`src/rtl/alu_muldiv_seq_if.sv`:
```
// Bundles the request/response handshake and the shared-ALU drive/return bus of alu_muldiv_seq.
// Latency: none, wires only.
// Backpressure: none; start is only sampled while the sequencer is idle.
interface alu_muldiv_seq_if #(
    parameter int WIDTH = 64
);
    logic             start;
    logic [1:0]       op;
    logic [WIDTH-1:0] opa;
    logic [WIDTH-1:0] opb;
    logic             busy;
    logic             done;
    logic [WIDTH-1:0] result;
    logic             div0;
    logic [4:0]       alu_ctl;
    logic [WIDTH-1:0] alu_a;
    logic [WIDTH-1:0] alu_b;
    logic             alu_cin;
    logic [WIDTH-1:0] alu_out;
    logic [3:0]       alu_status;

    // Sequencer side: takes requests and ALU returns, drives results and ALU operands.
    modport slave (
        input  start, op, opa, opb, alu_out, alu_status,
        output busy, done, result, div0, alu_ctl, alu_a, alu_b, alu_cin
    );

    // Execute-stage / ALU side.
    modport master (
        output start, op, opa, opb, alu_out, alu_status,
        input  busy, done, result, div0, alu_ctl, alu_a, alu_b, alu_cin
    );
endinterface

```
`src/rtl/alu_muldiv_seq.sv`:
```
// Iterative unsigned MUL (low WIDTH bits) / UDIV / UREM using one shared-ALU add or subtract per cycle.
// Latency: WIDTH RUN cycles then a one-cycle done; divide-by-zero reports done the cycle after start.
// Backpressure: none; start is sampled only in IDLE and ignored while busy or done. MULDIV_EARLY_EXIT_EN ends MUL once the multiplier is exhausted.
module alu_muldiv_seq #(
    parameter int WIDTH = 64,
    parameter int CNT_W = 7
) (
    input  logic               clk,
    input  logic               rst,
    alu_muldiv_seq_if.slave    bus
);
    typedef enum logic [1:0] {S_IDLE, S_RUN, S_DONE} state_t;

    localparam logic [4:0]       CTL_ADD = 5'b01000;
    localparam logic [4:0]       CTL_SUB = 5'b01001;
    localparam logic [1:0]       OP_MUL  = 2'd0;
    localparam logic [1:0]       OP_UREM = 2'd2;
    localparam logic [CNT_W-1:0] LAST    = CNT_W'(WIDTH - 1);

    state_t           state;
    state_t           state_nx;
    logic [WIDTH-1:0] acc;
    logic [WIDTH-1:0] rem;
    logic [WIDTH-1:0] quot;
    logic [WIDTH-1:0] mcand;   // multiplicand for MUL, divisor for UDIV/UREM
    logic [WIDTH-1:0] mplr;
    logic [WIDTH-1:0] result_q;
    logic [CNT_W-1:0] cnt;
    logic [1:0]       op_q;
    logic             div0_q;
    logic             div0_hold;

    logic             is_mul;
    logic             start_div0;
    logic             skip_run;
    logic             last_iter;
    logic             div_take;
    logic [WIDTH-1:0] shifted;
    logic [WIDTH-1:0] result_fin;
    logic             unused_status;

    assign is_mul     = (op_q == OP_MUL);
    assign start_div0 = (bus.op != OP_MUL) && (bus.opb == '0);
    assign shifted    = {rem[WIDTH-2:0], quot[WIDTH-1]};
    // A set rem msb means the shifted partial remainder is a WIDTH+1 bit value, always >= divisor.
    assign div_take   = rem[WIDTH-1] | bus.alu_status[2];
    assign result_fin = is_mul ? acc : ((op_q == OP_UREM) ? rem : quot);
    assign unused_status = ^{bus.alu_status[3], bus.alu_status[1:0]};

`ifdef MULDIV_EARLY_EXIT_EN
    assign skip_run  = (bus.opb == '0);
    assign last_iter = (cnt == LAST) || (is_mul && (mplr[WIDTH-1:1] == '0));
`else
    assign skip_run  = start_div0;
    assign last_iter = (cnt == LAST);
`endif

    // State register.
    always_ff @(posedge clk) begin
        if (rst) begin
            state <= S_IDLE;
        end else begin
            state <= state_nx;
        end
    end

    // Next-state logic: IDLE -> RUN (or straight to DONE when there is nothing to iterate) -> DONE -> IDLE.
    always_comb begin
        state_nx = state;
        case (state)
            S_IDLE:  if (bus.start) state_nx = skip_run ? S_DONE : S_RUN;
            S_RUN:   if (last_iter) state_nx = S_DONE;
            S_DONE:  state_nx = S_IDLE;
            default: state_nx = S_IDLE;
        endcase
    end

    // Outputs: ALU is driven only in RUN; done reports the live result, otherwise the held copy.
    always_comb begin
        bus.busy    = 1'b0;
        bus.done    = 1'b0;
        bus.alu_ctl = '0;
        bus.alu_a   = '0;
        bus.alu_b   = '0;
        bus.alu_cin = 1'b0;
        bus.result  = result_q;
        bus.div0    = div0_hold;
        case (state)
            S_RUN: begin
                bus.busy    = 1'b1;
                bus.alu_ctl = is_mul ? CTL_ADD : CTL_SUB;
                bus.alu_a   = is_mul ? acc : shifted;
                bus.alu_b   = mcand;
                bus.alu_cin = ~is_mul;
            end
            S_DONE: begin
                bus.done   = 1'b1;
                bus.result = result_fin;
                bus.div0   = div0_q;
            end
            default: ;
        endcase
    end

    // Datapath: latch operands on start, one shift-add / restoring-subtract step per RUN cycle, capture result in DONE.
    always_ff @(posedge clk) begin
        if (rst) begin
            acc       <= '0;
            rem       <= '0;
            quot      <= '0;
            mcand     <= '0;
            mplr      <= '0;
            cnt       <= '0;
            op_q      <= '0;
            div0_q    <= 1'b0;
            div0_hold <= 1'b0;
            result_q  <= '0;
        end else begin
            case (state)
                S_IDLE: begin
                    if (bus.start) begin
                        op_q   <= bus.op;
                        div0_q <= start_div0;
                        cnt    <= '0;
                        acc    <= '0;
                        mcand  <= (bus.op == OP_MUL) ? bus.opa : bus.opb;
                        mplr   <= bus.opb;
                        // Divide-by-zero preloads the architectural answers: quotient 0, remainder = dividend.
                        rem    <= start_div0 ? bus.opa : '0;
                        quot   <= start_div0 ? '0 : bus.opa;
                    end
                end
                S_RUN: begin
                    cnt <= cnt + CNT_W'(1);
                    if (is_mul) begin
                        if (mplr[0]) acc <= bus.alu_out;
                        mcand <= mcand << 1;
                        mplr  <= mplr >> 1;
                    end else if (div_take) begin
                        rem  <= bus.alu_out;
                        quot <= {quot[WIDTH-2:0], 1'b1};
                    end else begin
                        rem  <= shifted;
                        quot <= {quot[WIDTH-2:0], 1'b0};
                    end
                end
                S_DONE: begin
                    result_q  <= result_fin;
                    div0_hold <= div0_q;
                end
                default: ;
            endcase
        end
    end
endmodule
```
`src/flat_wrapper.sv`:
```
// flat-port wrapper written by rule: the top's interface ports become plain ports
module alu_muldiv_seq_flat 
#(
    parameter int WIDTH = 64,
    parameter int CNT_W = 7
)
  (clk, rst, bus_start, bus_op, bus_opa, bus_opb, bus_alu_out, bus_alu_status, bus_busy, bus_done, bus_result, bus_div0, bus_alu_ctl, bus_alu_a, bus_alu_b, bus_alu_cin);
  alu_muldiv_seq_if #(.WIDTH(WIDTH)) bus_i ();
  input  logic clk;
  input  logic rst;
  input wire logic [$bits(bus_i.start)-1:0] bus_start;
  input wire logic [$bits(bus_i.op)-1:0] bus_op;
  input wire logic [$bits(bus_i.opa)-1:0] bus_opa;
  input wire logic [$bits(bus_i.opb)-1:0] bus_opb;
  input wire logic [$bits(bus_i.alu_out)-1:0] bus_alu_out;
  input wire logic [$bits(bus_i.alu_status)-1:0] bus_alu_status;
  output wire logic [$bits(bus_i.busy)-1:0] bus_busy;
  output wire logic [$bits(bus_i.done)-1:0] bus_done;
  output wire logic [$bits(bus_i.result)-1:0] bus_result;
  output wire logic [$bits(bus_i.div0)-1:0] bus_div0;
  output wire logic [$bits(bus_i.alu_ctl)-1:0] bus_alu_ctl;
  output wire logic [$bits(bus_i.alu_a)-1:0] bus_alu_a;
  output wire logic [$bits(bus_i.alu_b)-1:0] bus_alu_b;
  output wire logic [$bits(bus_i.alu_cin)-1:0] bus_alu_cin;
  assign bus_i.start = bus_start;
  assign bus_i.op = bus_op;
  assign bus_i.opa = bus_opa;
  assign bus_i.opb = bus_opb;
  assign bus_i.alu_out = bus_alu_out;
  assign bus_i.alu_status = bus_alu_status;
  assign bus_busy = bus_i.busy;
  assign bus_done = bus_i.done;
  assign bus_result = bus_i.result;
  assign bus_div0 = bus_i.div0;
  assign bus_alu_ctl = bus_i.alu_ctl;
  assign bus_alu_a = bus_i.alu_a;
  assign bus_alu_b = bus_i.alu_b;
  assign bus_alu_cin = bus_i.alu_cin;
  alu_muldiv_seq #(.WIDTH(WIDTH), .CNT_W(CNT_W)) u_core (.clk(clk), .rst(rst), .bus(bus_i));
endmodule
```
`config.mk`:
```
export PLATFORM = sky130hd
export DESIGN_NAME = alu_muldiv_seq_flat
export DESIGN_NICKNAME = d
export VERILOG_FILES = /design/src/rtl/alu_muldiv_seq_if.sv /design/src/rtl/alu_muldiv_seq.sv /design/src/flat_wrapper.sv
export SDC_FILE = /design/constraint.sdc
export NUM_CORES = 1
export LEC_CHECK = 0
export ABC_AREA = 1
export CORE_ASPECT_RATIO = 0.6
export CORE_MARGIN = 10
export CORE_UTILIZATION = 53
export DETAILED_ROUTE_END_ITERATION = 16
export GPL_TIMING_DRIVEN = 0
export PLACE_DENSITY_LB_ADDON = 0.08
export REMOVE_ABC_BUFFERS = 1
export SETUP_SLACK_MARGIN = 0.5
export SKIP_CTS_REPAIR_TIMING = 1
export SYNTH_ARGS = -nofsm -noshare
export SYNTH_HDL_FRONTEND = slang
export SYNTH_SLANG_ARGS = --single-unit
```
`constraint.sdc`:
```
create_clock -name clk -period 4 [get_ports clk]
set_input_delay 1.2 -clock clk [delete_from_list [all_inputs] [get_ports clk]]
set_output_delay 1.2 -clock clk [all_outputs]
set_load 0.02 [all_outputs]
```
Figure 1. Cell classes on the final placement.
Drawn at 1.5 px/µm. Fill, decap, tap and diode cells in gray.
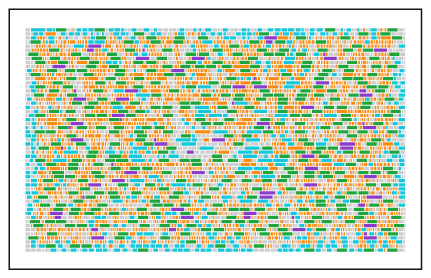
all other logic -> orange  # cells 2,390, share of their area 46%
other buffers and delay cells -> cyan  # cells 480, share of their area 20%
flops -> green  # cells 397, share of their area 29%
clock drivers and dummy loads -> purple  # cells 68, share of their area 4.8%

Figure 2. Clock wiring as the flow saved it.
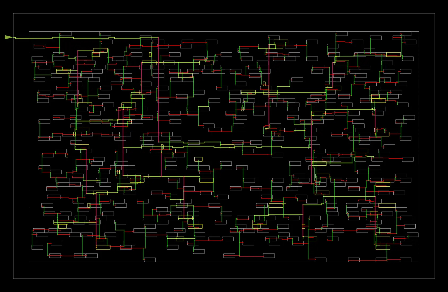
Flops: 397
clk ins delay skew pair: 0.56 ns
clk_skew: 0.0226 ns
P_clk: 0.00392 W

Figure 3. Placement density heat map.
Drawn at 1 px/µm. The die is cut into 27 by 17 equal tiles; black is low, pale yellow is high, 0 to 100% covered.
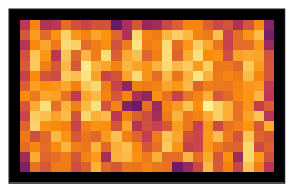
fullest tile = 98%
nearly empty tiles = 18%
tiles over 75% full = 33%
mean over tiles = 57%
Placeable Area: 37,900 µm²
Pre-Place Util: 54.0%
final core occ: 73.1%

Figure 4. Layout detail.
Region (124, 74) to (149, 99) µm. Cells in gray, sequential cells in the stronger gray; small squares are vias.
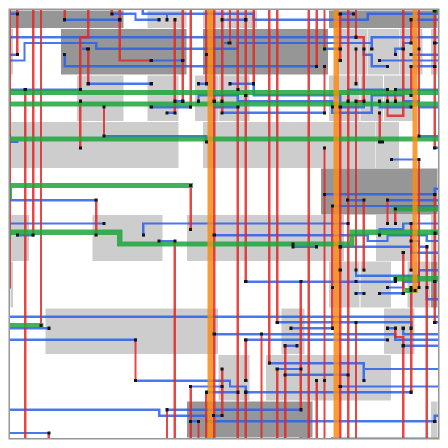
met3 -> green
met4 -> orange
met2 -> red
met1 -> blue
sequential cells in the window = 4
netlist names of flops here include = u_core.quot (2), u_core.rem (2)
most frequent = a21oi_1 (5), dfxtp_1 (4), o21ai_1 (3)
cells with their middle in the window = 28

==> out/qor.csv <==
stage,metric,value,unit
status,outcome,completed,
global_route,initial antenna violation count,6,
run,OpenROAD warnings,43,
detailed_routing,DR vias,24590,
placement,port bufs,395,
detailed_routing,drt first pass iters,7,
cts,TritonCTS clock tree,yes,
power,switching pwr,0.00367,W
synthesis,Yosys Instances,3062,
run,Max Cap Violations,0,
sta,Fmax,0.273,GHz
cts,"Clk pin slew, worst setup/hold paths",0.07,ns
synthesis,number of enable flip-flop cells,0,
setup_path,CP max FO,18,
cts,root buf cell,clkbuf_16,
cts,CTS buffer count,39,
placement,Final Wtd Congestion,0.852,
worst_hold_path,hold_sp,u_core.mplr[54],
floorplan,I/O Pins,402,
setup_path,R2R depth,14,
setup_path,startpoint types,register,
setup_path,critical path required time,2.80,ns
synthesis,prevailing post-synth register cell,dfxtp_1,
sta,Finish-stage setup viols,0,
sta,Slew Limit Fails,0,
worst_hold_path,hold depth,2,
floorplan,Chip Width,274,µm
worst_hold_path,Min-Delay Endpoint,u_core.mplr[53],
power,Peak VDD IR,0.000264,V
setup_path,endpoint class of the critical path,primary output,
power,Logic power comb,0.00273,W
synthesis,mean post-synth cell area,6.69,µm²
synthesis,YS chip area,20500,µm²
power,Lkg Pwr,11.9,nW
detailed_routing,Via density,6.38,
synthesis,Yosys reg bits,397,
cts,clk sinks,397,
power,switching share of power,32.9,%
power,logic gate share of total power,24.5,%
global_route,largest net degree at the start of global routing,147,
placement,hpwl dp,52500,µm
cts,CTS Buffer Depth,3,
setup_path,Critical R2R Launch,u_core.state[0],
synthesis,"Seq/Total Area, Yosys",38.8,%
detailed_routing,Antenna Nets Post-Route,0,
detailed_routing,Iteration-0 DRC Markers,4038,
synthesis,most frequent cell after synthesis,nand2_1,
global_route,total gr overflow,0,
power,Total Power,0.0112,W
synthesis,synthesized area,20500,µm²
global_route,GRT Overall Usage,33.0,%
power,clock power share,35.1,%
global_route,vias in the first global route,22091,
power,PwrDens,403,nW/µm²
setup_path,register-to-register setup slack,0.96,ns
sta,Period minus WS final,3.66,ns
floorplan,# rows,55,
power,leading power group,registers,
setup_path,Setup Crit Path Kind,reg -> out,
detailed_routing,Post-route DRC,0,
synthesis,yosys synthesis warning count,0,
cts,H-tree Lvls,2,
floorplan,Die Ht,172,µm
final_layout,layout cells sized above 1,11.2,%
synthesis,Post-synth top cells,"nand2_1, a21oi_1, dfxtp_1",
setup_path,worst r2r dst,u_core.acc[34],
sta,unrepaired setup endpoints after global routing,yes,
setup_path,Worst EP arrival,2.46,ns
final_layout,most frequent logic cells in the routed design,"nand2_1, dfxtp_1, a21oi_1, inv_1, nor2_1",
final_layout,"commonest non-fill, non-tap cell in the layout",nand2_1,
floorplan,DIE AREA,47200,µm²
## cells by family after synthesis
logic type / after synthesis / synth area share (%)
AOI/OAI and AO/OA: 1045 / 27.9
adders and majority gates: 1 / 0.0611
other: 1 / 0.0183
DFF: 397 / 38.8
buffers and inverters: 560 / 11.2
and+or+nand+nor: 1058 / 22.0
## critical path, stage by stage (launching register included)
cell and delay, ns:
dfxtp_4 0.40, buf_16 0.17, nor2_4 0.06, buf_16 0.17, nor2_4 0.31, buf_12 0.28, clkinv_16 0.15, o22ai_4 0.18
buf_6 0.15
## metrics by stage
stage	setup WS, ns	area [µm²]	instances	hold slack (ns)	setup TNS (ns)
2_1_floorplan	-3.87	19200	2773	0.433	-1376.99
3_3_place_gp	-11.44	23800	3681	0.448	-5236.56
3_5_place_dp	-0.942	25000	3723	0.463	-137.95
4_1_cts	-1.52	26300	3791	0.473	-184.10
5_1_grt	0.291	27700	3852	0.494	0
6_report	0.342	27700	3855	0.476	0
## cell type report
type,instances,area (µm²)
multi-input cells,2111,11000
fillers,2993,10200
flip-flops and latches,397,7960
repair buffers,480,5440
clock buffers,62,1190
inverters,269,1140
well taps,513,642
repair inverters,10,191
clock inverters,6,108
diodes,7,17.5
## worst max path at each step
stage	depth (start not counted)	slack, ns	end	from
global route	9	0.29	bus_alu_a[40]	u_core.state[0]
global placement	3	-11.44	u_core.result_q[36]	rst
finish	8	0.34	bus_alu_a[29]	u_core.op_q[1]
floorplan	8	-3.87	u_core.quot[63]	u_core.state[0]
CTS	8	-1.52	bus_alu_a[49]	u_core.state[0]
detailed placement	8	-0.94	bus_alu_a[49]	u_core.state[0]
## layer usage
metal	track usage [%]	routed length, µm	vias up
met5	0	0	-
met4	19.4	6090	0
met3	5.93	11800	395
met2	53.2	41400	1864
met1	41.0	33800	11414
li1	-	-	10917
Power figures rest on the tool's default switching activity, not on a simulated workload.
